==> config.mk <==
export PLATFORM = sky130hd
export DESIGN_NAME = fft_mag_writer_flat
export DESIGN_NICKNAME = d
export VERILOG_FILES = /design/src/rtl/fft_mag_pkg.sv /design/src/rtl/fft_mag_writer_if.sv /design/src/rtl/fft_mag_writer_mag_approx.sv /design/src/rtl/fft_mag_writer.sv /design/src/flat_wrapper.sv
export SDC_FILE = /design/constraint.sdc
export NUM_CORES = 1
export LEC_CHECK = 0
export CAP_MARGIN = 20
export CELL_PAD_IN_SITES_DETAIL_PLACEMENT = 0
export CELL_PAD_IN_SITES_GLOBAL_PLACEMENT = 1
export CORE_MARGIN = 2
export CORE_UTILIZATION = 39
export DETAILED_ROUTE_END_ITERATION = 8
export GPL_TIMING_DRIVEN = 0
export PLACE_DENSITY_LB_ADDON = 0.1
export SETUP_SLACK_MARGIN = 0.4
export SLEW_MARGIN = 25
export SYNTH_ARGS = -nofsm -noshare
export SYNTH_HDL_FRONTEND = slang
export SYNTH_SLANG_ARGS = --single-unit
==> constraint.sdc <==
create_clock -name clk_256k -period 4.35 [get_ports clk_256k]
set_input_delay 1.0875 -clock clk_256k [delete_from_list [all_inputs] [get_ports clk_256k]]
set_output_delay 1.0875 -clock clk_256k [all_outputs]
set_load 0.02 [all_outputs]
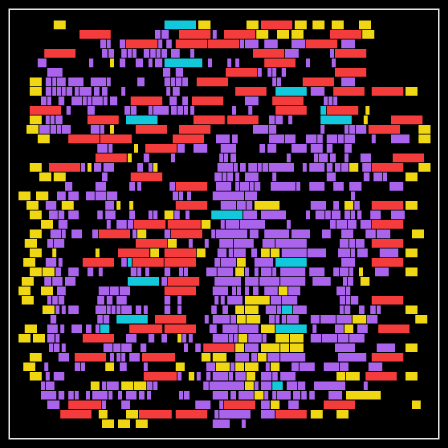
*Placed cells, one colour a class, run 1*
[flops] red | cells: 79 | share of their area: 28%
[clock drivers and dummy loads] cyan | cells: 15 | share of their area: 4.1%
[other buffers and delay cells] yellow | cells: 127 | share of their area: 16%
[all other logic] purple | cells: 509 | share of their area: 51%
Post-Route Utilization: 52.6%
cell area after layout: 7270 sq um
Seq/total area: 27.3%

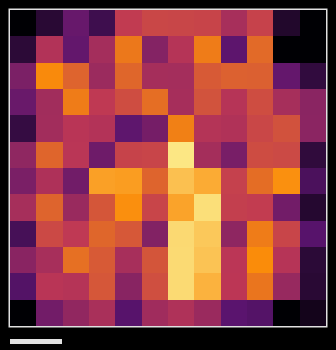
*Local utilization, run 1*
Bar = 20 um. 12 x 12 tiles, from black (low) to pale yellow (high), 0 to 100% covered.
nearly empty tiles: 4.2%
mean over tiles: 47%
tiles over 75% full: 10%
Init Core Util: 39.7%
core area: 13,800 sq um

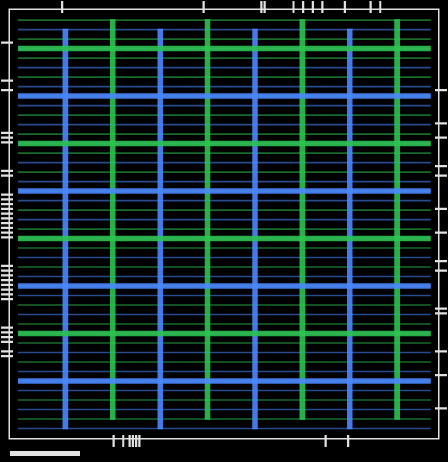
*Supply network, run 1*
Bar = 20 um. Pins as bars on the die edge.
[VDD] green
[VSS] blue
met5 straps: 8
rows: 43
signal pins: 65
Die W: 123 um
Die Height: 123 um

==> run_results.csv, run 1 <==
group,metric,value,unit
critical_path,crit_arrival,4.76,ns
layout,num-nets-final,814,
synthesis,syn_nets,696,
synthesis,syn_inst,608,
layout,layout-drive-gt1-share,18.2,%
clock_tree,tritoncts,"yes",
critical_path,crit_required,4.54,ns
routing,wire_per_inst,15.6,um
global_route,grt_pass1_wl,23300,um
timing,rsz0062_at_grt,"yes",
synthesis,top_cells_by_area,"dfrtp_1 36%, ha_1 9.4%, nand2_1 7.0%, o21ai_0 6.7%, mux2_2 5.5%",
clock_tree,cts.htree.levels,3,
timing,setup_violations,4,
routing,via_per_inst,5.22,
clock_tree,clk_latency,0.35,ns
timing,period_minus_slack,4.57,ns
global_route,first_global_vias,4622,
floorplanning,row_count,43,
routing,drtIter0Drc,325,
synthesis,synth.distinct_cells,55,
routing,dr.pass1.iters,7,
synthesis,most_common_cell,"nand2_1",
hold_path,hp-class,"register to register",
floorplanning,io_pins,65,
synthesis,syn_area_per_cell,9.02,sq um
critical_path,rrSetupSlack,-0.22,ns
critical_path,crit_path_max_incr_delay,0.56,ns
synthesis,ys_seq_share,36.1,%
timing,fin_crit_sh,105,%
synthesis,ys_chip_area,5480,sq um
critical_path,worst_setup_path_start_kind,"register",
critical_path,path_max_fanout,7,
timing,max_slew_margin,55.4,%
routing,drc,0,
synthesis,synth-edff-count,0,
routing,drt_wl_total,14200,um
global_route,track_usage,20.2,%
critical_path,path_class,"register to register",
timing,layout_setup_ws,-0.218,ns
layout,antennaDiodeCount,0,
timing,fin_skew,0.00959,ns
global_route,grt_start_max_net_pins,45,
synthesis,top_area_cell,"dfrtp_1",
clock_tree,clock_sink_count,79,
synthesis,synth_stat.cells,608,
clock_tree,ctsRootBufferMaster,"clkbuf_16",
critical_path,cp.buffers_inverters,2,
timing,clock.fmax,219,MHz
floorplanning,dieArea,15000,sq um
synthesis,top_cell_area_share,36.1,%
placement,dp_hpwl,10500,um
status,violations,"setup timing",
job,cap_violations,0,
synthesis,synth_async_sr_flop_share,100,%
routing,postRouteAntennaNets,0,
timing,drv_slew,0,
timing,worstMarginPinSlew,0.670,ns
synthesis,yosysWarnings,0,
critical_path,reg2reg_depth,17,
hold_path,worstHoldPathCells,0,
synthesis,synth_area,5480,sq um
timing,hold_ws,0.384,ns
clock_tree,clk_pin_slew,0.06,ns
layout,lay_top_count,"nand2_1",
critical_path,crit_family,"AND-OR/OR-AND gates",
placement,io_buffer_count,64,
job,warnings,31,
timing,hold_viol_final,0,
routing,vias,4754,
placement,placed_area,6430,sq um
status,outcome,"complete, but fails checks",
clock_tree,hold_buffers,0,
## run 1: kinds of logic (layout without fill, tap and decap cells)
family | Yosys count | after routing | synth area share, %
muxes | 34 | 34 | 6.85
and+or+nand+nor | 192 | 192 | 15.7
DFF | 79 | 79 | 36.1
adders and majority gates | 51 | 51 | 13.0
xor gates and xnor gates | 39 | 39 | 6.23
buffers and inverters | 54 | 176 | 4.04
AOI/OAI and AO/OA | 159 | 159 | 18.2
## run 1: repair_timing
item,CTS,global route
gates resized,37,29
gates cloned,1,0
pin swaps,13,12
buffers inserted,38,3
endpoints found under the setup margin,12,12
## run 1: per-layer routing
| metal | vias to the layer above | global-route usage, % | wire length, um |
|---|---|---|---|
| met5 | - | 0 | 0 |
| met4 | 0 | 8.12 | 455 |
| met3 | 25 | 2.79 | 485 |
| met2 | 104 | 31.0 | 6120 |
| met1 | 2246 | 28.6 | 7160 |
| li1 | 2379 | - | - |
## run 1: stage by stage
step | instances | TNS, ns
finish | 910 | -0.610
CTS | 907 | -0.757
global route | 910 | -1.75
floorplan | 608 | -0.0302
detailed placement | 853 | -2.50
global placement | 852 | -154.89
## run 1: final cells by class
type	instances	area, sq um
buffer	20	126
fill	1268	6550
clock buffer	10	229
clock inverter	5	60.1
inverter	34	128
timing repair buffer	107	1020
sequential	79	1980
tap	180	225
multi-input combinational	475	3500
==> run 2, diff against run 1 <==
--- a/config.mk
+++ b/config.mk
@@ -10,7 +10,9 @@
 export CELL_PAD_IN_SITES_GLOBAL_PLACEMENT = 1
 export CORE_MARGIN = 2
 export CORE_UTILIZATION = 39
+export CTS_CLUSTER_DIAMETER = 100
 export DETAILED_ROUTE_END_ITERATION = 8
+export GPL_ROUTABILITY_DRIVEN = 0
 export GPL_TIMING_DRIVEN = 0
 export PLACE_DENSITY_LB_ADDON = 0.1
 export SETUP_SLACK_MARGIN = 0.4
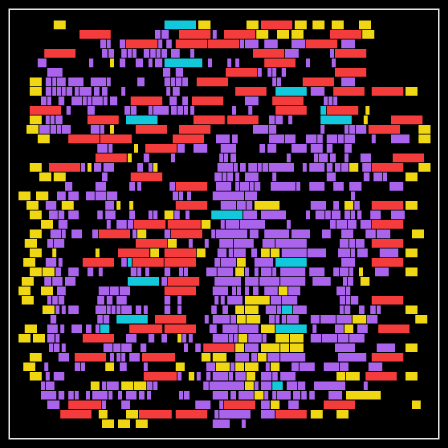
*Placed cells, one colour a class, run 2*
[flops] red | cells: 79 | share of their area: 28%
[all other logic] purple | cells: 509 | share of their area: 51%
[other buffers and delay cells] yellow | cells: 127 | share of their area: 16%
[clock drivers and dummy loads] cyan | cells: 15 | share of their area: 4.1%
FP Rows: 43

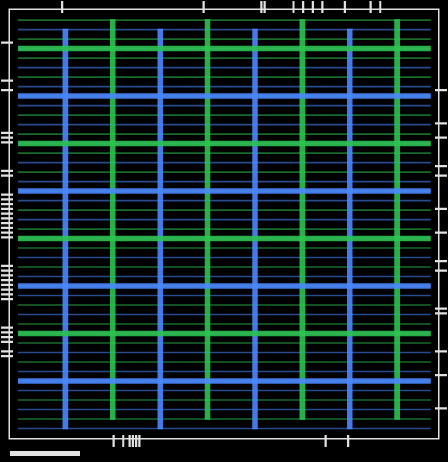
*Supply network, run 2*
Bar = 20 um. Pins as bars on the die edge.
[VDD] green
[VSS] blue
met1 rails: 44
met5 straps: 8
met4 straps: 8
signal pins: 65
rows: 43

==> run 2 against run 1 <==
  * The run still ends with setup timing left
  * Routed wire length unchanged
  * Hold slack unchanged
  * First-iteration DRC count unchanged
  * Count of clock-buffer cells in the layout unchanged
  * Die size unchanged
  * Non-clock buffer count unchanged
  * Critical endpoint unchanged
==> run_results.csv, run 2 <==
group,metric,value,unit
status,outcome,"complete, but fails checks",
status,violations,"setup timing",
synthesis,yosysWarnings,0,
global_route,first_global_vias,4622,
routing,postRouteAntennaNets,0,
synthesis,synth.distinct_cells,55,
synthesis,top_area_cell,"dfrtp_1",
clock_tree,clk_latency,0.35,ns
synthesis,synth_async_sr_flop_share,100,%
synthesis,syn_inst,608,
floorplanning,core-area,13800,sq um
timing,setup_violations,4,
layout,num-nets-final,814,
floorplanning,die_x,123,um
synthesis,ys_chip_area,5480,sq um
clock_tree,tritoncts,"yes",
global_route,grt_pass1_wl,23300,um
layout,layout-drive-gt1-share,18.2,%
layout,n_fill_cell,1268,
routing,drtIter0Drc,325,
global_route,grt_start_max_net_pins,45,
job,warnings,31,
critical_path,path_max_fanout,7,
hold_path,worstHoldPathCells,0,
routing,dr.pass1.iters,7,
hold_path,hp-class,"register to register",
layout,design_area,7270,sq um
timing,layout_setup_ws,-0.218,ns
critical_path,crit_arrival,4.76,ns
floorplanning,fp.dieH,123,um
routing,drt_wl_total,14200,um
floorplanning,fp-utilization,39.7,%
timing,drv_slew,0,
placement,placed_area,6430,sq um
synthesis,most_common_cell,"nand2_1",
critical_path,path_class,"register to register",
synthesis,synth_area,5480,sq um
layout,antennaDiodeCount,0,
floorplanning,dieArea,15000,sq um
timing,fin_crit_sh,105,%
routing,wire_per_inst,15.6,um
synthesis,synth_stat.cells,608,
clock_tree,ctsRootBufferMaster,"clkbuf_16",
timing,fin_skew,0.00959,ns
synthesis,synth-edff-count,0,
critical_path,worst_setup_path_start_kind,"register",
timing,hold_viol_final,0,
timing,max_slew_margin,55.4,%
critical_path,crit_path_max_incr_delay,0.56,ns
clock_tree,cts.htree.levels,3,
routing,via_per_inst,5.22,
timing,period_minus_slack,4.57,ns
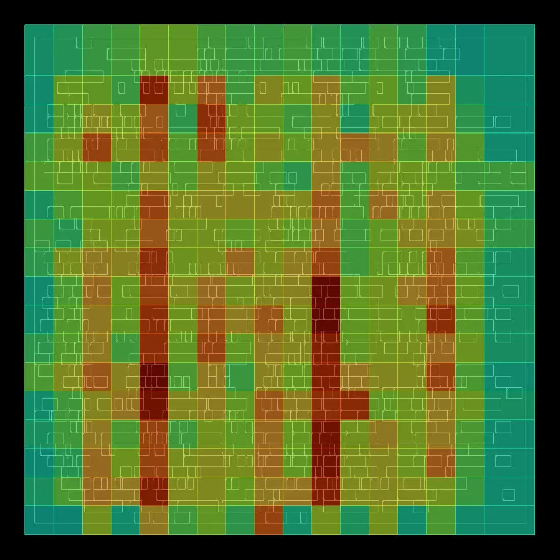
*Routing congestion, run 2*
Top Usage Layer GRT: met2
global routing usage on met1: 28.6%
met2 Usage GRT: 31.0%
GRT Overall Usage: 20.2%

## run 2: routing by layer
| layer | vias up | routed length (um) | track usage [%] |
|---|---|---|---|
| met5 | - | 0 | 0 |
| met4 | 0 | 455 | 8.12 |
| met3 | 25 | 485 | 2.79 |
| met2 | 104 | 6120 | 31.0 |
| met1 | 2246 | 7160 | 28.6 |
| li1 | 2379 | - | - |
## run 2: through the flow
step / cells / setup slack (ns) / hold slack, ns / util (%)
2_1_floorplan: 608 / -0.0258 / 0.352 / -
6_report: 910 / -0.218 / 0.384 / 52.6
4_1_cts: 907 / -0.254 / 0.385 / 51.8
5_1_grt: 910 / -0.380 / 0.409 / 52.6
3_3_place_gp: 852 / -2.09 / 0.360 / 46.3
3_5_place_dp: 853 / -0.522 / 0.372 / 46.5
## run 2: critical path, delay by kind of cell, from the launching register on
kind                       cells  cell delay (ns)
AOI/OAI and AO/OA              6             1.18
adders and majority gates      3             1.06
buffers and inverters          2             0.28
DFF                            1             0.46
muxes                          1             0.30
and+or+nand+nor                5             1.12
## run 2: final cells by class
cell class / count / area [sq um] / area share, %
multi-input combinational: 475 / 3500 / 48.1
sequential: 79 / 1980 / 27.3
timing repair buffer: 107 / 1020 / 14.1
clock buffer: 10 / 229 / 3.15
tap: 180 / 225 / 3.10
inverter: 34 / 128 / 1.75
buffer: 20 / 126 / 1.74
clock inverter: 5 / 60.1 / 0.826
## run 2: cells by family after synthesis
group           Yosys count  share of synthesized area (%)
buf+inv                  54                           4.04
compound gates          159                           18.2
xor+xnor                 39                           6.23
simple gates            192                           15.7
fa+ha+maj                51                           13.0
mux                      34                           6.85
flops                    79                           36.1
